Fig. 1: cells by drive strength
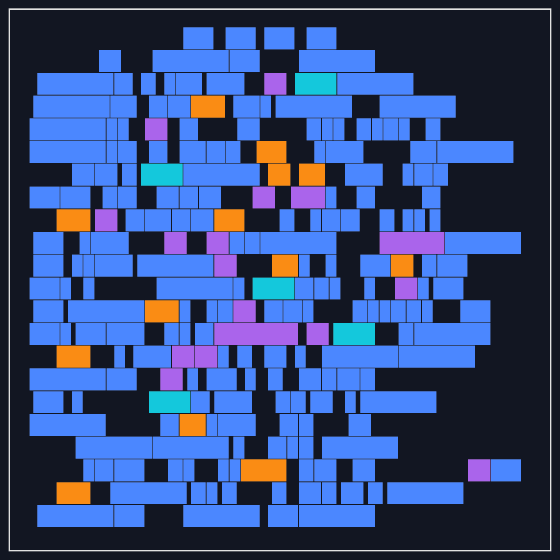
Fig. 2: clock network drawn from the DEF
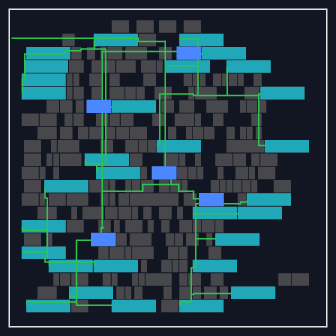
Fig. 3: logic cells by family
The bar under the picture is 20 µm long.
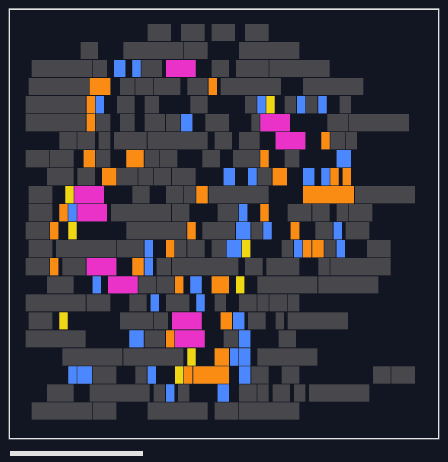
Fig. 4: track usage over the die
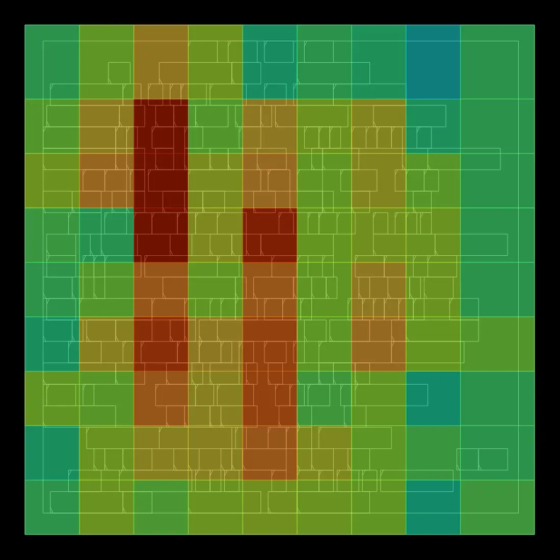
Fig. 5: the metal 3 layer
Cells faint in the background.
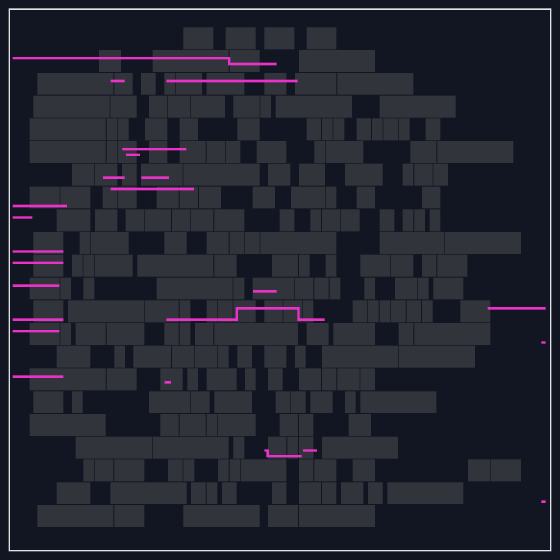
[config.mk]
export PLATFORM = sky130hd
export DESIGN_NAME = silly_vector_sequencer
export DESIGN_NICKNAME = d
export VERILOG_FILES = /design/src/rtl/silly_vector_sequencer.sv
export SDC_FILE = /design/constraint.sdc
export NUM_CORES = 1
export LEC_CHECK = 0
export CORE_MARGIN = 2
export CORE_UTILIZATION = 50
export DETAILED_ROUTE_END_ITERATION = 12
export PLACE_DENSITY = 0.78
export SLEW_MARGIN = 20
export SYNTH_ARGS = -nofsm -noshare
export SYNTH_HDL_FRONTEND = slang
export SYNTH_SLANG_ARGS = --single-unit
export TNS_END_PERCENT = 100
[constraint.sdc]
create_clock -name clk -period 2.25 [get_ports clk]
set_input_delay 0.45 -clock clk [delete_from_list [all_inputs] [get_ports clk]]
set_output_delay 0.45 -clock clk [all_outputs]
set_load 0.01 [all_outputs]
[src/rtl/silly_vector_sequencer.sv]
// Stimulus/response sequencer for sillyfunction (y = ~b&~c | ~a&~b): sweeps all
// eight {a,b,c} vectors, samples y after a settle delay and scores it against the truth table.
module silly_vector_sequencer #(
    parameter int unsigned HOLD_CYCLES = 4,
    parameter int unsigned SETTLE      = 1,
    parameter int unsigned NUM_PASSES  = 1,
    parameter int unsigned ERR_W       = 4
) (
    input  logic             clk,
    input  logic             rst_n,
    input  logic             start,
    input  logic             abort,
    output logic             a,
    output logic             b,
    output logic             c,
    input  logic             y,
    output logic             busy,
    output logic             done,
    output logic             pass,
    output logic [ERR_W-1:0] err_count,
    output logic [2:0]       first_err_vec,
    output logic             first_err_valid
);

    typedef enum logic [1:0] {
        ST_IDLE,
        ST_RUN,
        ST_FINISH
    } state_e;

    localparam logic [7:0]       HOLD_LAST = 8'(HOLD_CYCLES - 1);
    localparam logic [7:0]       SETTLE_AT = 8'(SETTLE);
    localparam logic [7:0]       PASS_LAST = 8'(NUM_PASSES - 1);
    localparam logic [ERR_W-1:0] ERR_MAX   = '1;

    state_e           state_q, state_d;
    logic [2:0]       vec_q, vec_d;
    logic [7:0]       hold_cnt_q, hold_cnt_d;
    logic [7:0]       pass_cnt_q, pass_cnt_d;
    logic [ERR_W-1:0] err_count_q, err_count_d;
    logic [2:0]       first_err_vec_q, first_err_vec_d;
    logic             first_err_valid_q, first_err_valid_d;
    logic             pass_q, pass_d;

    // Golden truth table: y is high only for vectors 000, 001 and 100.
    function automatic logic golden_y(input logic [2:0] v);
        return (v == 3'b000) || (v == 3'b001) || (v == 3'b100);
    endfunction

    always_ff @(posedge clk or negedge rst_n) begin
        if (!rst_n) begin
            state_q           <= ST_IDLE;
            vec_q             <= '0;
            hold_cnt_q        <= '0;
            pass_cnt_q        <= '0;
            err_count_q       <= '0;
            first_err_vec_q   <= '0;
            first_err_valid_q <= 1'b0;
            pass_q            <= 1'b0;
        end else begin
            state_q           <= state_d;
            vec_q             <= vec_d;
            hold_cnt_q        <= hold_cnt_d;
            pass_cnt_q        <= pass_cnt_d;
            err_count_q       <= err_count_d;
            first_err_vec_q   <= first_err_vec_d;
            first_err_valid_q <= first_err_valid_d;
            pass_q            <= pass_d;
        end
    end

    always_comb begin
        state_d           = state_q;
        vec_d             = vec_q;
        hold_cnt_d        = hold_cnt_q;
        pass_cnt_d        = pass_cnt_q;
        err_count_d       = err_count_q;
        first_err_vec_d   = first_err_vec_q;
        first_err_valid_d = first_err_valid_q;
        pass_d            = pass_q;

        case (state_q)
            ST_IDLE: begin
                if (start && !abort) begin
                    state_d           = ST_RUN;
                    vec_d             = '0;
                    hold_cnt_d        = '0;
                    pass_cnt_d        = '0;
                    err_count_d       = '0;
                    first_err_valid_d = 1'b0;
                    pass_d            = 1'b0;
                end
            end

            ST_RUN: begin
                if (abort) begin
                    state_d = ST_IDLE;
                    pass_d  = 1'b0;
                end else begin
                    if ((hold_cnt_q == SETTLE_AT) && (y != golden_y(vec_q))) begin
                        if (err_count_q != ERR_MAX) begin
                            err_count_d = err_count_q + 1'b1;
                        end
                        if (!first_err_valid_q) begin
                            first_err_vec_d   = vec_q;
                            first_err_valid_d = 1'b1;
                        end
                    end

                    if (hold_cnt_q == HOLD_LAST) begin
                        hold_cnt_d = '0;
                        if (vec_q != 3'd7) begin
                            vec_d = vec_q + 3'd1;
                        end else if (pass_cnt_q != PASS_LAST) begin
                            vec_d      = '0;
                            pass_cnt_d = pass_cnt_q + 8'd1;
                        end else begin
                            // Use the next-state count: with SETTLE == HOLD_CYCLES-1 the
                            // last compare lands on this same cycle.
                            state_d = ST_FINISH;
                            pass_d  = (err_count_d == '0);
                        end
                    end else begin
                        hold_cnt_d = hold_cnt_q + 8'd1;
                    end
                end
            end

            ST_FINISH: begin
                state_d = ST_IDLE;
                if (abort) begin
                    pass_d = 1'b0;
                end
            end

            default: begin
                state_d = ST_IDLE;
            end
        endcase
    end

    assign {a, b, c}       = (state_q == ST_RUN) ? vec_q : 3'b000;
    assign busy            = (state_q == ST_RUN);
    assign done            = (state_q == ST_FINISH) && !abort;
    assign pass            = pass_q;
    assign err_count       = err_count_q;
    assign first_err_vec   = first_err_vec_q;
    assign first_err_valid = first_err_valid_q;

endmodule

==> run notes <==
Implementation progress

The transition time at the pin with the least slew margin stands at 400.4 ps. According to the timing report, the critical path is captured at done. Per STA, the worst path is made up of clkdlybuf4s50_1 -> buf_4 -> nor2_1 -> clkdlybuf4s50_1.

The commonest register cell is dfrtp_1. The startpoint identified for the worst hold timing path is hold_cnt_q[7]. The run finished with clean final reports.

The starting density of the core stands at roughly 51%. The minimum setup slack among reg-to-reg paths stands at 130 ps. Note that the worst hold path type here is flop to flop. The number of iterations in the first detailed-routing pass stands at 4. In the final design database the tool counted approximately 250 nets.

The share of flip-flops with an asynchronous set or reset after synthesis stands at 100.0%. The number of standard-cell rows in the floorplan stands at 22. Entering global routing, the biggest net connects 31 pins.

The overall power stands at 1.673 mW. Per the final report, max-transition violations number 0. The synthesized design contains 30 register bits.

The power per cell area stands at 750.8 nW/µm². In this design, the critical path's most frequently occurring cell is clkdlybuf4s50_1. TritonCTS created 5 clock buffers. At the worst endpoint, the required time is 1800 ps.

The final weighted congestion recorded by global placement is roughly 0.87. The STA report counts the stages on the worst setup path as 4. The number of top-level design ports stands at 19. The antenna diode count stands at 0. The floorplan step defined a core boundary enclosing 3606 µm². The average wire per cell in the routed design stands at 14.46 µm. The DRC violation total left in the routed layout is recorded as 0. The clock period minus final worst setup slack stands at 2220 ps. The count of buffers added on input and output ports is 18.

For this design, the CTS-stage hold fixing added 0 buffers. The count of flip-flops with a built-in enable after synthesis stands at 0. Max fanout on the critical path was recorded as 18.

The register area share after synthesis stands at 40.90%. The worst setup path is captured at a primary output. Hold-check failures listed in the final report amount to 0.

The slowest stage of the critical path is the clkdlybuf4s50_1 cell. The via count of the first global-routing pass came to 1544. The die boundary height stands at 64.59 µm. STA classifies the critical path startpoint as a primary input. With fillers left out, the area of the finished cells amounts to 2228 µm². For this run, the slowest stage of the critical path takes 540 ps. The worst max-slew margin expressed relative to the limit stands at around three quarters. The area added between synthesis and finish stands at 21.40%. The stat command in Yosys gives a chip area of 1836 µm². The final routed wirelength across all metal layers stands at 4.035 mm.
## Picture notes: Fig. 1
_3 and _4 cells: in purple, cells 17. _0 and _1 cells: in blue, cells 196. _6 and larger: in cyan, cells 5. _2 cells: in orange, cells 13.

## Picture notes: Fig. 2
clock wires: in green, length 416 µm. clock drivers: in blue, count 5. flip-flops: in cyan, count 30.
Position of the flops: widely spread.
part of the total power dissipated in the clock network: 24.1%
final worst clock skew: 4.923 ps
Clock group: 0.403 mW
later-pin clock latency in the skew report: 280 ps

## Picture notes: Fig. 3
NOR gates: in orange, cells 31, most used nor2_1. NAND gates: in blue, cells 37, most used nand2_1. inverters: in yellow, cells 8, most used inv_1. adder and majority cells: in magenta, cells 9, most used ha_1.
multi-input gate share of total cell area: 46.04%
most used logic cell in the final layout: dfrtp_1
number of non-filler instances in the completed layout: 279

## Picture notes: Fig. 4
routing layer with the top usage in global route: met2
post-layout util: 61.80%
global-route met2 utilization: 35.68%
met1 track demand over resource in global routing: 28.46%
overall track demand over capacity in global routing: 21.89%

## Picture notes: Fig. 5
The layer carries 152 µm of wire. The layer holds 3.8% of the routed length. The wires run mostly horizontal. The longest straight run is 25.8 µm.

-- registers in the layout, summed over array words and instances, names as in the netlist --
signal           flops
hold_cnt_q           8
pass_cnt_q           8
err_count            4
first_err_vec        3
vec_q                3
state_q              2
first_err_valid      1
pass                 1
-- repair_timing --
action / in CTS / in global routing
endpoints found under the setup margin: 0 / 8
resized: 0 / 3
setup buffers: 0 / 0
-- Yosys cell counts (all sizes together), types with 2 or more instances --
master,count
a211oi,2
a21oi,7
a31o,2
a31oi,7
a41oi,2
and3,8
and4,2
buf,5
dfrtp,30
ha,9
inv,7
mux2,5
mux2i,5
nand2,22
nand2b,3
nand3,10
nand4,2
nor2,18
nor2b,2
nor3,5
nor3b,2
nor4,2
nor4b,2
o21ai,14
o31ai,5
or3,2
or4,4
-- per-stage QoR --
step	setup slack [ps]	instances	hold slack (ps)
after floorplan	212.5	198	154.4
after global placement	-12.51	272	471.8
after detailed placement	-20.39	272	486.3
after CTS	43.32	279	494.6
after global routing	4.601	279	512.9
final	30.45	279	488.6
-- worst reg2reg max path: stages, from the launching register on --
cell,delay (ps)
dfrtp_1,450
nor4_4,420
and3_4,290
a41oi_4,210
or4_1,510
a21oi_1,170
-- logic make-up after synthesis --
group / share of synthesized area, %
simple gates: 25.22
fa+ha+maj: 6.135
flops: 40.90
compound gates: 17.32
mux: 5.794
buf+inv: 4.157
xor+xnor: 0.4773
-- power breakdown --
part / internal [mW] / total, mW / switching, mW
clock network: 0.212 / 0.403 / 0.191
logic: 0.268 / 0.553 / 0.285
registers: 0.621 / 0.717 / 0.0968
-- routing by layer --
layer  global-route usage (%)  vias up  part of all wire, %
met4                    8.777        0                  1.6
met2                    35.68       31                   47
met1                    28.46      756                   47
met3                    4.688        6                  3.7
met5                        0        -                    0
li1                         -      797                    -
-- area by class of cell --
type                    instances  area, µm²
clock buffers                   7      76.32
fillers                       306       1378
inverters                       8      30.03
multi-input cells             154       1026
flip-flops and latches         30      750.7
well taps                      48      60.06
repair buffers                 32      285.3
-- how the worst min path moves through the flow --
stage,to,slack [ps]
finish,hold_cnt_q[7],490
global route,hold_cnt_q[7],510
CTS,hold_cnt_q[7],490
detailed placement,hold_cnt_q[7],490
global placement,hold_cnt_q[7],470
floorplan,err_count[0],150
Power and IR drop assume default switching activity.
